$ cat src/rtl/riscv_pipe_pkg.sv
// riscv_pipe_pkg: shared pipeline-control types and constants for the hazard unit.
package riscv_pipe_pkg;
  localparam int REG_W = 5;
  localparam logic [REG_W-1:0] REG_X0 = 5'd0;
  typedef enum logic {RUN, MD_BUSY} hdu_state_e;
endpackage

$ cat src/rtl/sat_counter.sv
// sat_counter: saturating up-counter with synchronous clear and async active-low reset.
module sat_counter #(
  parameter int W = 8
) (
  input  logic         clk,
  input  logic         rst_n,
  input  logic         i_clr,
  input  logic         i_inc,
  output logic [W-1:0] o_q
);
  logic [W-1:0] r_q;
  always_ff @(posedge clk or negedge rst_n) begin
    if (!rst_n) r_q <= '0;
    else if (i_clr) r_q <= '0;
    else if (i_inc && !(&r_q)) r_q <= r_q + 1'b1;
  end
  assign o_q = r_q;
endmodule

$ cat src/rtl/hazard_detection_unit.sv
// hazard_detection_unit: stall/flush controller for the 5-stage RV32 pipeline,
// covering dmem waits, multi-cycle mul/div, redirects and load-use hazards.
module hazard_detection_unit
  import riscv_pipe_pkg::*;
#(
  parameter int CNT_W      = 32,
  parameter int MD_TIMEOUT = 64
) (
  input  logic             clk,
  input  logic             rst_n,
  input  logic [REG_W-1:0] IfId_regRs1,
  input  logic [REG_W-1:0] IfId_regRs2,
  input  logic             IfId_useRs1,
  input  logic             IfId_useRs2,
  input  logic             IdEx_memRead,
  input  logic [REG_W-1:0] IdEx_regRd,
  input  logic             Ex_branchTkn,
  input  logic             Ex_mdStart,
  input  logic             Ex_mdDone,
  input  logic             ExMem_memReq,
  input  logic             dmem_ready,
  output logic             pcWEn,
  output logic             IfIdWEn,
  output logic             IdExWEn,
  output logic             ExMemWEn,
  output logic             IfIdFlush,
  output logic             IdExFlush,
  output logic             ExMemFlush,
  output logic             MemWbFlush,
  output logic             mdTimeout,
  output logic [CNT_W-1:0] stallCycles
);
  localparam int WD_W = (MD_TIMEOUT > 2) ? $clog2(MD_TIMEOUT) : 1;

  hdu_state_e r_state, w_next;
  logic            r_flush_pend, r_md_timeout;
  logic [WD_W-1:0] w_wd_cnt;
  logic            w_wd_hit, w_md_done, w_mem_wait, w_md_busy, w_redirect, w_load_use, w_free;

  assign w_wd_hit   = (r_state == MD_BUSY) && (w_wd_cnt == WD_W'(MD_TIMEOUT - 1));
  assign w_md_done  = Ex_mdDone | w_wd_hit;
  assign w_mem_wait = ExMem_memReq & ~dmem_ready;
  assign w_md_busy  = ((r_state == MD_BUSY) | Ex_mdStart) & ~w_md_done;
  assign w_redirect = Ex_branchTkn | r_flush_pend;
  assign w_load_use = IdEx_memRead && (IdEx_regRd != REG_X0) &&
                      ((IfId_useRs1 && IfId_regRs1 == IdEx_regRd) ||
                       (IfId_useRs2 && IfId_regRs2 == IdEx_regRd));
  assign w_free     = ~w_mem_wait & ~w_md_busy;

  // A redirect outranks load-use: the ID instruction is wrong-path and gets flushed anyway.
  always_comb begin
    pcWEn      = rst_n & w_free & ~(~w_redirect & w_load_use);
    IfIdWEn    = pcWEn;
    IdExWEn    = rst_n & w_free;
    ExMemWEn   = rst_n & ~w_mem_wait;
    IfIdFlush  = ~rst_n | (w_free & w_redirect);
    IdExFlush  = ~rst_n | (w_free & (w_redirect | w_load_use));
    ExMemFlush = ~rst_n | (~w_mem_wait & w_md_busy);
    MemWbFlush = ~rst_n | w_mem_wait;
  end

  // A dmem wait freezes the whole EX side, so MD_BUSY may not exit even on done/watchdog.
  always_comb begin
    w_next = (r_state == RUN) ? ((Ex_mdStart & ~Ex_mdDone) ? MD_BUSY : RUN)
                              : ((~w_mem_wait & w_md_done) ? RUN : MD_BUSY);
  end

  always_ff @(posedge clk or negedge rst_n) begin
    if (!rst_n) begin
      r_state      <= RUN;
      r_flush_pend <= 1'b0;
      r_md_timeout <= 1'b0;
    end else begin
      r_state      <= w_next;
      r_flush_pend <= w_free ? 1'b0 : (r_flush_pend | Ex_branchTkn);
      if (w_wd_hit && !Ex_mdDone && !w_mem_wait) r_md_timeout <= 1'b1;
    end
  end

  sat_counter #(.W(WD_W)) u_wd (
    .clk  (clk),
    .rst_n(rst_n),
    .i_clr(r_state == RUN),
    .i_inc((r_state == MD_BUSY) & ~w_wd_hit),
    .o_q  (w_wd_cnt)
  );

  sat_counter #(.W(CNT_W)) u_stall (
    .clk  (clk),
    .rst_n(rst_n),
    .i_clr(1'b0),
    .i_inc(~pcWEn),
    .o_q  (stallCycles)
  );

  assign mdTimeout = r_md_timeout;
endmodule

$ cat config.mk
export PLATFORM = sky130hd
export DESIGN_NAME = hazard_detection_unit
export DESIGN_NICKNAME = d
export VERILOG_FILES = /design/src/rtl/riscv_pipe_pkg.sv /design/src/rtl/sat_counter.sv /design/src/rtl/hazard_detection_unit.sv
export SDC_FILE = /design/constraint.sdc
export NUM_CORES = 1
export LEC_CHECK = 0
export CORE_ASPECT_RATIO = 0.5
export CORE_UTILIZATION = 45
export DETAILED_ROUTE_END_ITERATION = 8
export PLACE_DENSITY_LB_ADDON = 0.08
export RECOVER_POWER = 100
export SKIP_CTS_REPAIR_TIMING = 1
export SLEW_MARGIN = 15
export SYNTH_ARGS = -nofsm -noshare
export SYNTH_HDL_FRONTEND = slang
export SYNTH_SLANG_ARGS = --single-unit
$ cat constraint.sdc
create_clock -name clk -period 5.57 [get_ports clk]
set_input_delay 1.114 -clock clk [delete_from_list [all_inputs] [get_ports clk]]
set_output_delay 1.114 -clock clk [all_outputs]
set_load 0.02 [all_outputs]
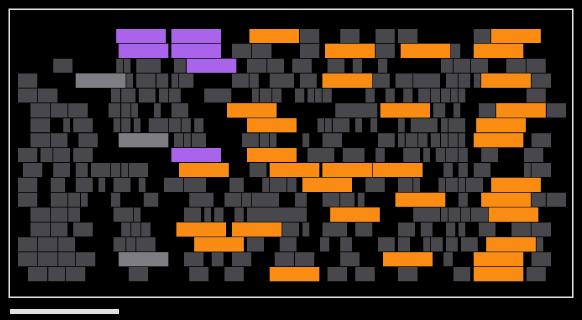
run_1/hierarchy.png
Bar = 20 um. Other sequential cells in the stronger grey, the rest of the logic in the fainter grey.
- purple: `u_wd` (placed flops 6)
- orange: `u_stall` (placed flops 32)
- not coloured: 3

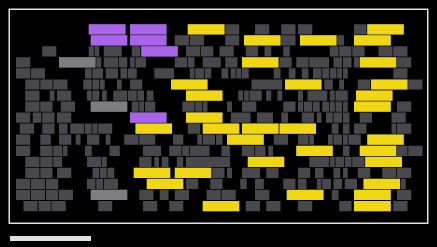
run_1/registers.png
Bar = 20 um. Other sequential cells in the stronger grey, the rest of the logic in the fainter grey.
- purple: `u_wd.o_q` (placed flops 6)
- yellow: `u_stall.o_q` (placed flops 32)

==> results.md, run 1 <==
| Quantity | Reported | Unit |
|:---|:---|:---|
| Max Fclk | 202 | MHz |
| Placeable core area | 4640 | sq um |
| Mean area per synthesized cell | 10.1 | sq um |
| Reg clk slew, reported paths | 0.08 | ns |
| Final-stage net count | 321 | - |
| Aggregate global routing overflow | 0 | - |
| Number of buffers outside the clock class in the layout | 68 | - |
| Routed Antenna Nets | 0 | - |
| # rows | 17 | - |
| Delay-heaviest family, CP | buffers and inverters | - |
| Category of the most critical setup path | in -> out | - |
| Status | completed | - |
| Initial antenna violation count | 0 | - |
| Largest cell class by area | multi-input combinational cells | - |
| Top cell types by occurrence after synthesis | sky130_fd_sc_hd__dfrtp_1 (41), sky130_fd_sc_hd__xor2_1 (30), sky130_fd_sc_hd__nand2_1 (18), sky130_fd_sc_hd__nor2_1 (18), sky130_fd_sc_hd__nor3_1 (18) | - |
| Logic cell area | 1120 | sq um |
| Effective utilization at floorplan | 0.492 | - |
| Length of routed wiring on met1 | 2350 | um |
| Worst min-delay path class | reg -> reg | - |
| Total cell area at the placement stage | 2980 | sq um |
| Layer with the highest usage | met2 | - |
| Worst setup slack after placement | 0.940 | ns |
| Max-slew headroom | 0.597 | - |
| Final Routed Wirelength | 4930 | um |
| Biggest cell delay along the critical path | 0.69 | ns |
| CP max stage cell | sky130_fd_sc_hd__dlygate4sd3_1 | - |
| Multi-input gate count | 171 | - |
| Top comb family, area | simple AND/OR/NAND/NOR gates | - |
| Cell internal power dissipation | 0.662 | mW |
| Number of buffer and inverter instances along the worst setup path | 3 | - |
| Buffers added on ports | 65 | - |
| Inverters | 7 | - |
| Post-synthesis async set-or-reset flop share | 1.00 | - |
| Wire length of the first global-routing pass | 8170 | um |
| FF-to-FF setup slack | 2.94 | ns |
| Share of total power in sequential cells | 0.426 | - |
| Worst clock skew | 0.00890 | ns |
| HPWL after detailed placement | 3770 | um |
| Top-level I/O count | 66 | - |
| Sequential cell area fraction in the yosys report | 0.450 | - |
| Clock distribution area overhead in the final layout | 0.0384 | - |
| Critical path cell sequence | clkdlybuf4s50_1 -> or4_1 -> o21ai_2 -> nor3_1 -> a21oi_1 -> buf_4 -> dlygate4sd3_1 | - |
| Number of cells produced by synthesis | 226 | - |
| Cell leakage power | 1.21 | nW |
| Top flip-flop cell by instance count after synthesis | sky130_fd_sc_hd__dfrtp_1 | - |
| Cell chosen for the clock root | sky130_fd_sc_hd__clkbuf_8 | - |
| Global-route met3 utilization | 0.0573 | - |
| Register cell area after layout | 1030 | sq um |
| Via count | 1,905 | - |
| Cell variety after synth | 45 | - |
| Total power divided by cell area | 339 | nW/um^2 |
| Ao+oa area frac | 0.0538 | - |
| Hold Slack | 0.485 | ns |
| Cells taking the most area after synthesis | sky130_fd_sc_hd__dfrtp_1 (45%), sky130_fd_sc_hd__xor2_1 (12%), sky130_fd_sc_hd__xnor2_1 (4.6%) | - |
| Final clock period utilization by the worst path | 0.887 | - |
| Setup violation total in the final timing report | 0 | - |
| Fillers | 401 | - |
| Die ar. | 5380 | sq um |
| Number of max-slew violations in the final report | 0 | - |
| Count of warning messages emitted by the tools | 26 | - |
| WP data arrival | 3.83 | ns |
| Maximum number of pins on one net before global-route repair | 45 | - |
| Chip Width | 103 | um |
| Proportion of power drawn by the clock network | 0.240 | - |
| All-Layer GR Usage | 0.202 | - |
| Proportion of total power due to net switching | 0.356 | - |
| Clock sink count | 41 | - |
| Worst IR Drop VDD | 0.176 | mV |
| DRC errors left | 0 | - |
| Xor/xnor cell area share of the yosys netlist | 0.161 | - |
| Buffer levels on the longest clock path | 2 | - |
| CTS H-tree depth | 2 | - |
| Detailed Routing Iterations Pass 1 | 4 | - |
| Number of antenna repair diodes | 0 | - |
| Final setup slack of the worst path | 0.631 | ns |
| DR vias/cell | 5.28 | - |
| Worst Max-Slew Pin Slew | 0.605 | ns |
| Non-clock buffering overhead in the final layout | 0.219 | - |
| Final cell area excluding filler cells | 3030 | sq um |
| Switching power total | 0.365 | mW |
| Vias in the first global route | 1,808 | - |
| Amount of wire on met3 after detailed routing | 250 | um |
| Insertion delay at the late pin of the worst-skew pair | 0.29 | ns |
| Area of the mapped netlist | 2280 | sq um |
| Share of post-route cells with drive strength above 1 | 0.0576 | - |
| Number of max-cap violations | 0 | - |
| Total negative setup slack | 0 | ns |
| Clock buffer count | 7 | - |
| Endpoints failing hold | 0 | - |
| Sum of internal, switching and leakage power | 1.03 | mW |
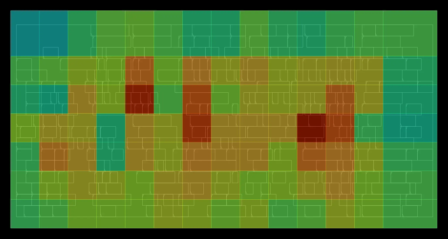
run_1/final_congestion.png
share of the core filled with cells: 0.654
wire per inst: 13.7 um
met2 usage in global routing: 0.354
met1 track demand over resource in global routing: 0.241

run 1: cell usage in the layout, fill, tap and decap left out, types with 6 or more instances in the layout:
cell type,synthesis,final
sky130_fd_sc_hd__dfrtp_1,41,41
sky130_fd_sc_hd__nand3_1,12,12
sky130_fd_sc_hd__dlygate4sd3_1,0,43
sky130_fd_sc_hd__clkdlybuf4s50_1,0,21
sky130_fd_sc_hd__clkbuf_8,0,6
sky130_fd_sc_hd__inv_1,7,7
sky130_fd_sc_hd__xnor2_1,12,12
sky130_fd_sc_hd__nor3_1,18,21
sky130_fd_sc_hd__nor2_1,18,18
sky130_fd_sc_hd__o21ai_0,8,8
sky130_fd_sc_hd__xor2_1,30,30
sky130_fd_sc_hd__nand2_1,18,18
sky130_fd_sc_hd__nand4_1,10,10
run 1: path summary, 6_finish.rpt:
| kind | start | to | cells after the start |
|---|---|---|---|
| setup / recovery | IdEx_regRd[1] | pcWEn | 7 |
| hold / removal | mdTimeout | mdTimeout | 2 |
| setup reg to reg | u_wd.o_q[0] | u_stall.o_q[6] | 8 |
| hold reg to reg | mdTimeout | mdTimeout | 2 |
| max in group asynchronous | rst_n | u_stall.o_q[8] | 2 |
| min in group asynchronous | rst_n | u_stall.o_q[24] | 2 |
run 1: power groups by stage:
stage / logic (mW) / registers [mW] / clock network [mW]
3_5_place_dp: 0.379 / 0.447 / 0
2_1_floorplan: 0.141 / 0.503 / 0
3_3_place_gp: 0.375 / 0.445 / 0
4_1_cts: 0.381 / 0.442 / 0.251
5_1_grt: 0.371 / 0.452 / 0.259
6_report: 0.342 / 0.438 / 0.247
run 1: state kept, by name, summed over array words and instances, names as in the netlist:
register	count
u_stall.o_q	32
u_wd.o_q	6
mdTimeout	1
r_flush_pend	1
r_state	1
run_1/cell_classes.png
Bar = 20 um.
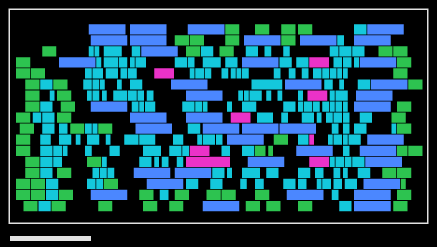

==> inputs of run 2 (changes only) <==
- CORE_ASPECT_RATIO: 0.5 -> 1.4
- DONT_BUFFER_PORTS: unset -> 1
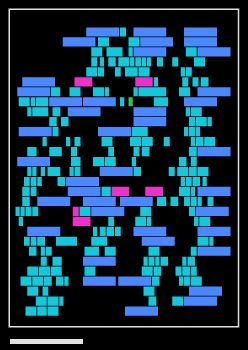
run_2/cell_classes.png
Bar = 20 um.
- cyan: all other logic (cells 178)
- magenta: clock drivers and dummy loads (cells 6)
- green: other buffers and delay cells (cells 1)
- blue: flip-flops (cells 41)

==> run 2 against run 1 <==
Total power is 17% lower. Critical endpoint unchanged. Flip-flop count stayed put. Worst hold slack better by 0.030 ns. Global-route usage decreased by 0.36 points.
==> results.md, run 2 <==
| Quantity | Reported | Unit |
|:---|:---|:---|
| Wire per inst | 16.7 | um |
| Reg clk slew, reported paths | 0.07 | ns |
| Number of buffer and inverter instances along the worst setup path | 0 | - |
| Total negative setup slack | 0 | ns |
| Ao+oa area frac | 0.0538 | - |
| Critical path cell sequence | or4_1 -> o21ai_0 -> nor3_1 -> a21oi_4 | - |
| Top cell types by occurrence after synthesis | sky130_fd_sc_hd__dfrtp_1 (41), sky130_fd_sc_hd__xor2_1 (30), sky130_fd_sc_hd__nand2_1 (18), sky130_fd_sc_hd__nor2_1 (18), sky130_fd_sc_hd__nor3_1 (18) | - |
| Xor/xnor cell area share of the yosys netlist | 0.161 | - |
| Total power divided by cell area | 364 | nW/um^2 |
| Buffers added on ports | 0 | - |
| DR vias/cell | 5.71 | - |
| Cells on worst reg2reg path | 8 | - |
| Register cell area after layout | 1030 | sq um |
| CP max stage cell | sky130_fd_sc_hd__a21oi_4 | - |
| Max-slew headroom | 0.501 | - |
| # rows | 30 | - |
| Top-level I/O count | 66 | - |
| FF-to-FF setup slack | 2.47 | ns |
| Die ar. | 5360 | sq um |
| Worst clock skew | 0.00723 | ns |
| Cell variety after synth | 45 | - |
| Cell chosen for the clock root | sky130_fd_sc_hd__clkbuf_8 | - |
| Setup violation total in the final timing report | 0 | - |
| Biggest cell delay along the critical path | 0.62 | ns |
| Start of the worst register-to-register path | u_wd.o_q[0] | - |
| Worst Max-Slew Pin Slew | 0.748 | ns |
| Aggregate global routing overflow | 0 | - |
| Vias in the first global route | 1,719 | - |
| Endpoints failing hold | 0 | - |
| Fillers | 466 | - |
| Number of max-cap violations | 0 | - |
| Via count | 1,656 | - |
| CTS H-tree depth | 2 | - |
| Number of flip-flops under the largest register name | 32 | - |
| All-Layer GR Usage | 0.198 | - |
| Sequential cell area fraction in the yosys report | 0.450 | - |
| Delay-heaviest family, CP | AND-OR/OR-AND gates | - |
| HPWL after detailed placement | 3560 | um |
| Worst IR Drop VDD | 0.200 | mV |
| Insertion delay at the late pin of the worst-skew pair | 0.28 | ns |
| Mean area per synthesized cell | 10.1 | sq um |
| Count of warning messages emitted by the tools | 26 | - |
| Cell leakage power | 0.940 | nW |
| Worst min-delay path class | in -> async | - |
| Status | completed | - |
| Max Fclk | 271 | MHz |
| Top comb family, area | simple AND/OR/NAND/NOR gates | - |
| Logic cell area | 1120 | sq um |
| Detailed Routing Iterations Pass 1 | 4 | - |
| DRC errors left | 0 | - |
| Post-synthesis async set-or-reset flop share | 1.00 | - |
| Number of antenna repair diodes | 0 | - |
| Maximum number of pins on one net before global-route repair | 46 | - |
| Number of max-slew violations in the final report | 0 | - |
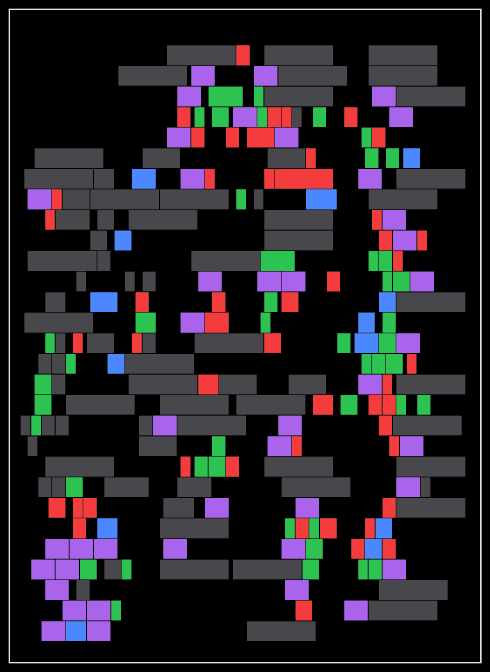
run_2/gate_families.png
- blue: AND and OR gates (cells 13)
- purple: XOR/XNOR gates (cells 42; where widely spread)
- red: NOR gates (cells 49; where widely spread)
- green: NAND gates (cells 45; where widely spread)

-- run 2: metal layers --
layer / vias to the layer above / GRT usage
met2: 45 / 0.368
met5: - / 0
met3: 4 / 0.0618
met4: 0 / 0.0867
met1: 820 / 0.204
li1: 787 / -
-- run 2: per-stage QoR --
stage / instance area [sq um] / worst slack (ns) / total power [mW] / hold slack, ns / util
after floorplan: 2280 / 2.09 / 0.644 / 0.486 / -
after global placement: 2320 / 1.95 / 0.681 / 0.516 / 0.479
after detailed placement: 2320 / 1.93 / 0.691 / 0.530 / 0.479
after CTS: 2390 / 1.93 / 0.871 / 0.501 / 0.494
after global routing: 2330 / 1.81 / 0.903 / 0.492 / 0.481
final: 2330 / 1.87 / 0.849 / 0.515 / 0.481
-- run 2: final cells by class --
cell class,instances,share of cell area
clock buffers,5,0.0295
clock inverters,1,0.00215
inverters,7,0.0113
multi-input cells,171,0.481
flip-flops and latches,41,0.440
well taps,64,0.0344
repair buffers,1,0.00161
-- run 2: power breakdown --
group	switching (mW)	internal, mW
Sequential	0.164	0.357
Combinational	0.0834	0.0674
Clock	0.0945	0.0825
-- run 2: logic make-up after synthesis --
family | count (synthesis)
and+or+nand+nor | 107
xor gates and xnor gates | 42
DFF | 41
AOI/OAI and AO/OA | 18
buffers and inverters | 14
muxes | 2
adders and majority gates | 2
-- run 2: worst max path at each step --
stage,endpoint,cells past startpoint,startpoint,slack (ns)
2_1_floorplan,pcWEn,6,IdEx_regRd[1],2.09
3_3_place_gp,pcWEn,4,IdEx_regRd[1],1.95
3_5_place_dp,pcWEn,4,IdEx_regRd[1],1.93
4_1_cts,pcWEn,4,IdEx_regRd[1],1.93
5_1_grt,pcWEn,4,IdEx_regRd[1],1.81
6_report,pcWEn,4,IdEx_regRd[1],1.87
run_2/hierarchy.png
Bar = 20 um. Other sequential cells in the stronger grey, the rest of the logic in the fainter grey.
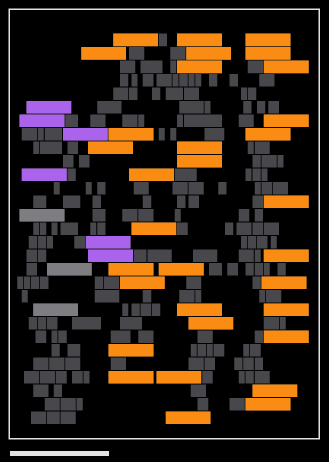

==> inputs of run 3 (changes only) <==
- clock period: 5.57 -> 3.7 ns (I/O delays scaled with it)
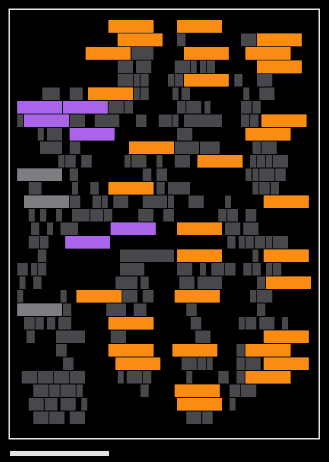
run_3/hierarchy.png
Bar = 20 um. Other sequential cells in the stronger grey, the rest of the logic in the fainter grey.
- purple: `u_wd` (placed flops 6)
- orange: `u_stall` (placed flops 32)

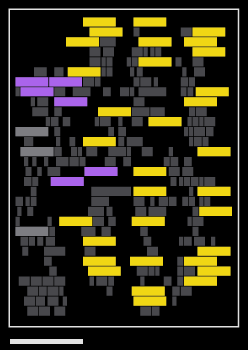
run_3/registers.png
Bar = 20 um. Other sequential cells in the stronger grey, the rest of the logic in the fainter grey.
- purple: `u_wd.o_q` (placed flops 6)
- yellow: `u_stall.o_q` (placed flops 32)
- not coloured: 3

==> run 3 against run 2 <==
Final cell count grew 1.0%. Critical endpoint is now u_stall.o_q[27]. Largest cell class unchanged. Area after synthesis did not move. Sequential share of layout area decreased by 0.74 points. Critical path type is now reg -> reg. Critical path depth grew 4.
==> results.md, run 3 <==
| Quantity | Reported | Unit |
|:---|:---|:---|
| Status | completed | - |
| Critical path cell sequence | ha_1 -> and3_1 -> a41o_1 -> o21ai_0 -> a21oi_4 -> clkbuf_1 -> nor4_1 -> xor2_1 | - |
| Detailed Routing Iterations Pass 1 | 4 | - |
| Total negative setup slack | 0 | ns |
| CTS H-tree depth | 2 | - |
| Final Routed Wirelength | 4940 | um |
| Number of flip-flops under the largest register name | 32 | - |
| Cell chosen for the clock root | sky130_fd_sc_hd__clkbuf_8 | - |
| Number of max-cap violations | 0 | - |
| Effective utilization at floorplan | 0.471 | - |
| Count of warning messages emitted by the tools | 26 | - |
| Cells on worst reg2reg path | 8 | - |
| Layer with the highest usage | met2 | - |
| Setup violation total in the final timing report | 0 | - |
| Wire length of the first global-routing pass | 8180 | um |
| Cell variety after synth | 45 | - |
| Worst setup slack after placement | 0.950 | ns |
| Insertion delay at the late pin of the worst-skew pair | 0.29 | ns |
| Biggest cell delay along the critical path | 0.49 | ns |
| Final-stage net count | 256 | - |
| Worst min-delay path class | in -> async | - |
| Worst clock skew | 0.00493 | ns |
| Die ar. | 5360 | sq um |
| DRC errors left | 0 | - |
| Top-level I/O count | 66 | - |
| FF-to-FF setup slack | 0.90 | ns |
| Share of post-route cells with drive strength above 1 | 0.0699 | - |
| Wire per inst | 16.9 | um |
| Total power divided by cell area | 574 | nW/um^2 |
| Met2 usage in global routing | 0.390 | - |
| Highest-count logic cell in the final layout | sky130_fd_sc_hd__dfrtp_1 | - |
| HPWL after detailed placement | 3760 | um |
| Via count | 1,689 | - |
| Top flip-flop cell by instance count after synthesis | sky130_fd_sc_hd__dfrtp_1 | - |
| Cells taking the most area after synthesis | sky130_fd_sc_hd__dfrtp_1 (45%), sky130_fd_sc_hd__xor2_1 (12%), sky130_fd_sc_hd__xnor2_1 (4.6%) | - |
| WP data arrival | 3.02 | ns |
| Placeable core area | 4840 | sq um |
| Number of antenna repair diodes | 0 | - |
| Aggregate global routing overflow | 0 | - |
| Sequential cell area fraction in the yosys report | 0.450 | - |
| Maximum number of pins on one net before global-route repair | 46 | - |
| Post-synthesis async set-or-reset flop share | 1.00 | - |
| Chip Width | 62.2 | um |
| Top cell types by occurrence after synthesis | sky130_fd_sc_hd__dfrtp_1 (41), sky130_fd_sc_hd__xor2_1 (30), sky130_fd_sc_hd__nand2_1 (18), sky130_fd_sc_hd__nor2_1 (18), sky130_fd_sc_hd__nor3_1 (18) | - |
run 3: cell counts after synthesis:
Identical to the previous run, type by type.
run 3: critical path, delay by kind of cell, from the launching register on:
| family | cells | cell delay, ns |
|---|---|---|
| adder cells (fa/ha/maj) | 1 | 0.24 |
| XOR/XNOR | 1 | 0.18 |
| AND-OR/OR-AND | 3 | 0.84 |
| AND/OR/NAND/NOR | 2 | 0.68 |
| buffers and inverters | 1 | 0.36 |
| flip-flops | 1 | 0.42 |
run 3: layer usage:
layer  vias to the layer above  part of all wire
met5                         -                 0
met4                         0             0.023
met3                        13             0.049
met2                        46              0.55
met1                       841              0.38
li1                        789                 -
run 3: area by class of cell:
| type | count | area (sq um) |
|---|---|---|
| repair buffers | 3 | 15.0 |
| inverters | 7 | 26.3 |
| clock buffers | 5 | 68.8 |
| well taps | 64 | 80.1 |
| clock inverters | 2 | 35.0 |
| fillers | 465 | 2470 |
| flip-flops and latches | 41 | 1030 |
| multi-input cells | 171 | 1120 |
run 3: through the flow:
step / instance area, sq um / utilization / std cells / hold WS [ns] / total power [mW]
4_1_cts: 2440 / 0.503 / 293 / 0.129 / 1.39
6_report: 2370 / 0.490 / 293 / 0.137 / 1.36
3_3_place_gp: 2330 / 0.482 / 286 / 0.445 / 1.02
3_5_place_dp: 2330 / 0.482 / 286 / 0.445 / 1.05
5_1_grt: 2370 / 0.490 / 293 / 0.118 / 1.44
2_1_floorplan: 2280 / - / 226 / 0.444 / 0.970
run 3: cell families after synthesis:
family,share of synthesized area
adder cells (fa/ha/maj),0.0110
AND-OR/OR-AND,0.0538
flip-flops,0.450
buffers and inverters,0.0340
XOR/XNOR,0.161
AND/OR/NAND/NOR,0.279
multiplexers,0.0110
run 3: power breakdown:
part           switching [mW]  internal (mW)
combinational           0.129          0.102
sequential              0.248          0.538
clock                   0.149          0.196
No activity file was given, so power comes from the tool's default toggle rates.
